### src/rtl/dog_pkg.sv
// dog_pkg: shared state encoding and timing constants for the DoG octave scheduler
package dog_pkg;
  typedef enum logic [2:0] {IDLE, LAUNCH, RUN, GAP, DONE} dog_sched_state;
  localparam int DEF_START_TIMEOUT = 8;
  localparam int GAP_CYCLES = 2;
endpackage

### src/rtl/dog_scheduler_if.sv
// dog_scheduler_if: octave/engine handshake and BRAM select bundle around the scheduler
interface dog_scheduler_if #(
  parameter int NUM_GAUSS = 4
);
  localparam int SEL_W = $clog2(NUM_GAUSS);
  logic octave_ready;
  logic dog_busy;
  logic dog_start;
  logic [SEL_W-1:0] sharp_sel;
  logic [SEL_W-1:0] fuzz_sel;
  logic [SEL_W-1:0] dog_sel;
  logic octave_busy;
  logic octave_done;
  logic timeout_err;
  logic overrun;
  modport master (
    input octave_ready, dog_busy,
    output dog_start, sharp_sel, fuzz_sel, dog_sel, octave_busy, octave_done, timeout_err, overrun
  );
  modport slave (
    output octave_ready, dog_busy,
    input dog_start, sharp_sel, fuzz_sel, dog_sel, octave_busy, octave_done, timeout_err, overrun
  );
endinterface

### src/rtl/dog_scheduler_rise_detect.sv
// rise_detect: registered one-cycle pulse on each low-to-high transition of d
module rise_detect (
  input  logic clk,
  input  logic rst_in,
  input  logic d,
  output logic rise
);
  logic prev;
  always_ff @(posedge clk or posedge rst_in) begin
    if (rst_in) begin
      prev <= 1'b0;
      rise <= 1'b0;
    end else begin
      prev <= d;
      rise <= d & ~prev;
    end
  end
endmodule

### src/rtl/dog_scheduler.sv
// dog_scheduler: steps the DoG engine through every adjacent Gaussian pair of an octave
module dog_scheduler
  import dog_pkg::*;
#(
  parameter int NUM_GAUSS = 4,
  parameter int START_TIMEOUT = DEF_START_TIMEOUT
) (
  input logic clk,
  input logic rst_in,
  dog_scheduler_if.master bus
);
  localparam int SEL_W = $clog2(NUM_GAUSS);
  localparam int CW = $clog2(START_TIMEOUT + GAP_CYCLES) + 1;
  dog_sched_state state, state_n;
  logic [SEL_W-1:0] pair, pair_n, fuzz, dsel;
  logic [CW-1:0] cnt, cnt_n;
  logic start, start_n, busy, busy_n, done, done_n, terr, terr_n, ovr, ovr_n, rise;
  rise_detect u_rise (.clk(clk), .rst_in(rst_in), .d(bus.octave_ready), .rise(rise));
  always_ff @(posedge clk or posedge rst_in) begin
    if (rst_in) begin
      state <= IDLE;
      pair  <= '0;
      fuzz  <= '0;
      dsel  <= '0;
      cnt   <= '0;
      start <= 1'b0;
      busy  <= 1'b0;
      done  <= 1'b0;
      terr  <= 1'b0;
      ovr   <= 1'b0;
    end else begin
      state <= state_n;
      pair  <= pair_n;
      fuzz  <= pair_n + 1'b1;
      dsel  <= pair_n;
      cnt   <= cnt_n;
      start <= start_n;
      busy  <= busy_n;
      done  <= done_n;
      terr  <= terr_n;
      ovr   <= ovr_n;
    end
  end
  // dog_start is only raised on the second LAUNCH cycle so the selects settle first
  always_comb begin
    state_n = state;
    pair_n  = pair;
    cnt_n   = cnt;
    start_n = start;
    busy_n  = busy;
    done_n  = 1'b0;
    terr_n  = terr;
    ovr_n   = ovr | (rise & busy);
    case (state)
      IDLE: if (rise) begin
        state_n = LAUNCH;
        pair_n  = '0;
        busy_n  = 1'b1;
      end
      LAUNCH: if (!start) begin
        start_n = 1'b1;
        cnt_n   = '0;
      end else if (bus.dog_busy) begin
        start_n = 1'b0;
        state_n = RUN;
      end else if (cnt == CW'(START_TIMEOUT - 1)) begin
        start_n = 1'b0;
        busy_n  = 1'b0;
        terr_n  = 1'b1;
        state_n = IDLE;
      end else cnt_n = cnt + 1'b1;
      RUN: if (!bus.dog_busy) begin
        state_n = GAP;
        cnt_n   = '0;
      end
      GAP: if (cnt == CW'(GAP_CYCLES - 1)) begin
        if (pair == SEL_W'(NUM_GAUSS - 2)) begin
          state_n = DONE;
          done_n  = 1'b1;
          busy_n  = 1'b0;
        end else begin
          state_n = LAUNCH;
          pair_n  = pair + 1'b1;
        end
      end else cnt_n = cnt + 1'b1;
      DONE: state_n = IDLE;
      default: state_n = IDLE;
    endcase
  end
  assign bus.dog_start   = start;
  assign bus.sharp_sel   = pair;
  assign bus.fuzz_sel    = fuzz;
  assign bus.dog_sel     = dsel;
  assign bus.octave_busy = busy;
  assign bus.octave_done = done;
  assign bus.timeout_err = terr;
  assign bus.overrun     = ovr;
endmodule
### src/flat_wrapper.sv
// flat-port wrapper written by rule: the top's interface ports become plain ports
module dog_scheduler_flat import dog_pkg::*;
#(
  parameter int NUM_GAUSS = 4,
  parameter int START_TIMEOUT = DEF_START_TIMEOUT
)
  (clk, rst_in, bus_octave_ready, bus_dog_busy, bus_dog_start, bus_sharp_sel, bus_fuzz_sel, bus_dog_sel, bus_octave_busy, bus_octave_done, bus_timeout_err, bus_overrun);
  dog_scheduler_if #(.NUM_GAUSS(NUM_GAUSS)) bus_i ();
  input logic clk;
  input logic rst_in;
  input wire logic [$bits(bus_i.octave_ready)-1:0] bus_octave_ready;
  input wire logic [$bits(bus_i.dog_busy)-1:0] bus_dog_busy;
  output wire logic [$bits(bus_i.dog_start)-1:0] bus_dog_start;
  output wire logic [$bits(bus_i.sharp_sel)-1:0] bus_sharp_sel;
  output wire logic [$bits(bus_i.fuzz_sel)-1:0] bus_fuzz_sel;
  output wire logic [$bits(bus_i.dog_sel)-1:0] bus_dog_sel;
  output wire logic [$bits(bus_i.octave_busy)-1:0] bus_octave_busy;
  output wire logic [$bits(bus_i.octave_done)-1:0] bus_octave_done;
  output wire logic [$bits(bus_i.timeout_err)-1:0] bus_timeout_err;
  output wire logic [$bits(bus_i.overrun)-1:0] bus_overrun;
  assign bus_i.octave_ready = bus_octave_ready;
  assign bus_i.dog_busy = bus_dog_busy;
  assign bus_dog_start = bus_i.dog_start;
  assign bus_sharp_sel = bus_i.sharp_sel;
  assign bus_fuzz_sel = bus_i.fuzz_sel;
  assign bus_dog_sel = bus_i.dog_sel;
  assign bus_octave_busy = bus_i.octave_busy;
  assign bus_octave_done = bus_i.octave_done;
  assign bus_timeout_err = bus_i.timeout_err;
  assign bus_overrun = bus_i.overrun;
  dog_scheduler #(.NUM_GAUSS(NUM_GAUSS), .START_TIMEOUT(START_TIMEOUT)) u_core (.clk(clk), .rst_in(rst_in), .bus(bus_i));
endmodule
### config.mk
export PLATFORM = sky130hd
export DESIGN_NAME = dog_scheduler_flat
export DESIGN_NICKNAME = d
export VERILOG_FILES = /design/src/rtl/dog_pkg.sv /design/src/rtl/dog_scheduler_if.sv /design/src/rtl/dog_scheduler_rise_detect.sv /design/src/rtl/dog_scheduler.sv /design/src/flat_wrapper.sv
export SDC_FILE = /design/constraint.sdc
export NUM_CORES = 1
export LEC_CHECK = 0
export CORE_ASPECT_RATIO = 1.25
export CORE_MARGIN = 1.5
export CORE_UTILIZATION = 35
export CTS_CLUSTER_DIAMETER = 80
export CTS_CLUSTER_SIZE = 40
export DETAILED_ROUTE_END_ITERATION = 10
export GPL_ROUTABILITY_DRIVEN = 0
export GPL_TIMING_DRIVEN = 0
export SLEW_MARGIN = 0
export SYNTH_ARGS = -nofsm -noshare
export SYNTH_HDL_FRONTEND = slang
export SYNTH_HIERARCHICAL = 1
export SYNTH_SLANG_ARGS = --single-unit
### constraint.sdc
create_clock -name clk -period 3.95 [get_ports clk]
set_input_delay 0.9875 -clock clk [delete_from_list [all_inputs] [get_ports clk]]
set_output_delay 0.9875 -clock clk [all_outputs]
set_load 0.05 [all_outputs]
==> impl_results.html <==
<h2>Implementation results</h2>
<table>
<tr><th>Metric</th><th>Value</th></tr>
<tr><th colspan="2">Synthesis</th></tr>
<tr><td>Post-synthesis async set-or-reset flop share</td><td>100%</td></tr>
<tr><td>Chip area estimate from yosys synthesis</td><td>0.00107 mm^2</td></tr>
<tr><th colspan="2">Global route</th></tr>
<tr><td>Met1 layer usage reported by global route</td><td>17.1%</td></tr>
<tr><td>Antenna violations before repair</td><td>0</td></tr>
<tr><td>M2 GR Usage</td><td>25.8%</td></tr>
<tr><td>Wire length of the first global-routing pass</td><td>3790 um</td></tr>
<tr><td>All-layer global routing usage</td><td>14.6%</td></tr>
<tr><th colspan="2">Hold path</th></tr>
<tr><td>WHS Endpoint</td><td>u_core/u_rise/rise</td></tr>
<tr><th colspan="2">Routing</th></tr>
<tr><td>Final Routed Wirelength</td><td>2180 um</td></tr>
<tr><td>Drt wl/cell</td><td>13.7 um</td></tr>
<tr><th colspan="2">Final layout</th></tr>
<tr><td>Tally of non-filler cells in the final layout</td><td>159</td></tr>
<tr><td>Logic area</td><td>524 um^2</td></tr>
<tr><td>Fraction of area in clock buffers and inverters</td><td>2.05%</td></tr>
<tr><th colspan="2">Placed design</th></tr>
<tr><td>Post-DP HPWL</td><td>1620 um</td></tr>
<tr><td>Area post-placement</td><td>0.00126 mm^2</td></tr>
<tr><td>Placed insts</td><td>155</td></tr>
<tr><th colspan="2">Clock tree</th></tr>
<tr><td>Number of buffers added to fix hold violations after cts</td><td>0</td></tr>
<tr><td>Clock buffers created by TritonCTS</td><td>3</td></tr>
<tr><th colspan="2">Setup path</th></tr>
<tr><td>Arrival time reported for the critical path endpoint</td><td>1.67 ns</td></tr>
<tr><td>Worst setup startpoint</td><td>u_core/bus.dog_sel[1]</td></tr>
<tr><td>Critical Path Stages</td><td>2</td></tr>
<tr><td>Crit path max fanout</td><td>6</td></tr>
<tr><th colspan="2">Final timing</th></tr>
<tr><td>Actual slew at the worst max-slew pin</td><td>0.672 ns</td></tr>
<tr><th colspan="2">Pwr</th></tr>
<tr><td>Power per cell area</td><td>838 mW/mm^2</td></tr>
<tr><td>Power after layout</td><td>1.08 mW</td></tr>
<tr><th colspan="2">Run status</th></tr>
<tr><td>Result of the run</td><td>finished, final reports clean</td></tr>
<tr><th colspan="2">Flow run</th></tr>
<tr><td>Tally of max-capacitance violations</td><td>0</td></tr>
</table>
Figure 1. PDN straps and rails.
Scale bar: 20 um. Pins as bars on the die edge.
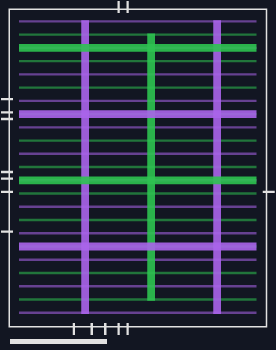
Key: VDD = green; VSS = purple
23 met1 rails follow the rows. The core has 22 rows.
core region area: 0.00292 mm^2
worst vdd rail ir drop: 0.378 mV

Figure 2. Placed cells, one colour a class.
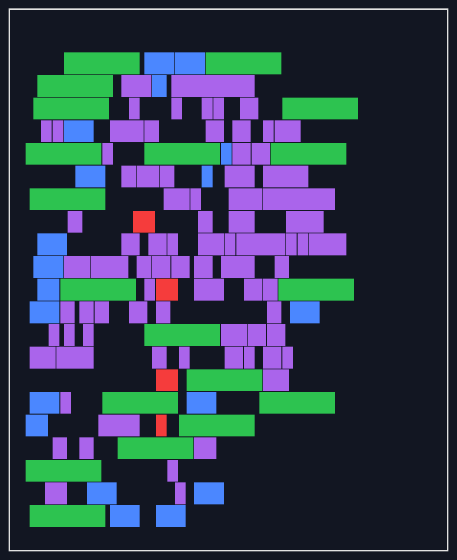
Key: all other logic = purple [cells 81]; flip-flops = green [cells 19]; other buffers and delay cells = blue [cells 19]; clock drivers and dummy loads = red [cells 4]

No activity file was given, so power comes from the tool's default toggle rates.
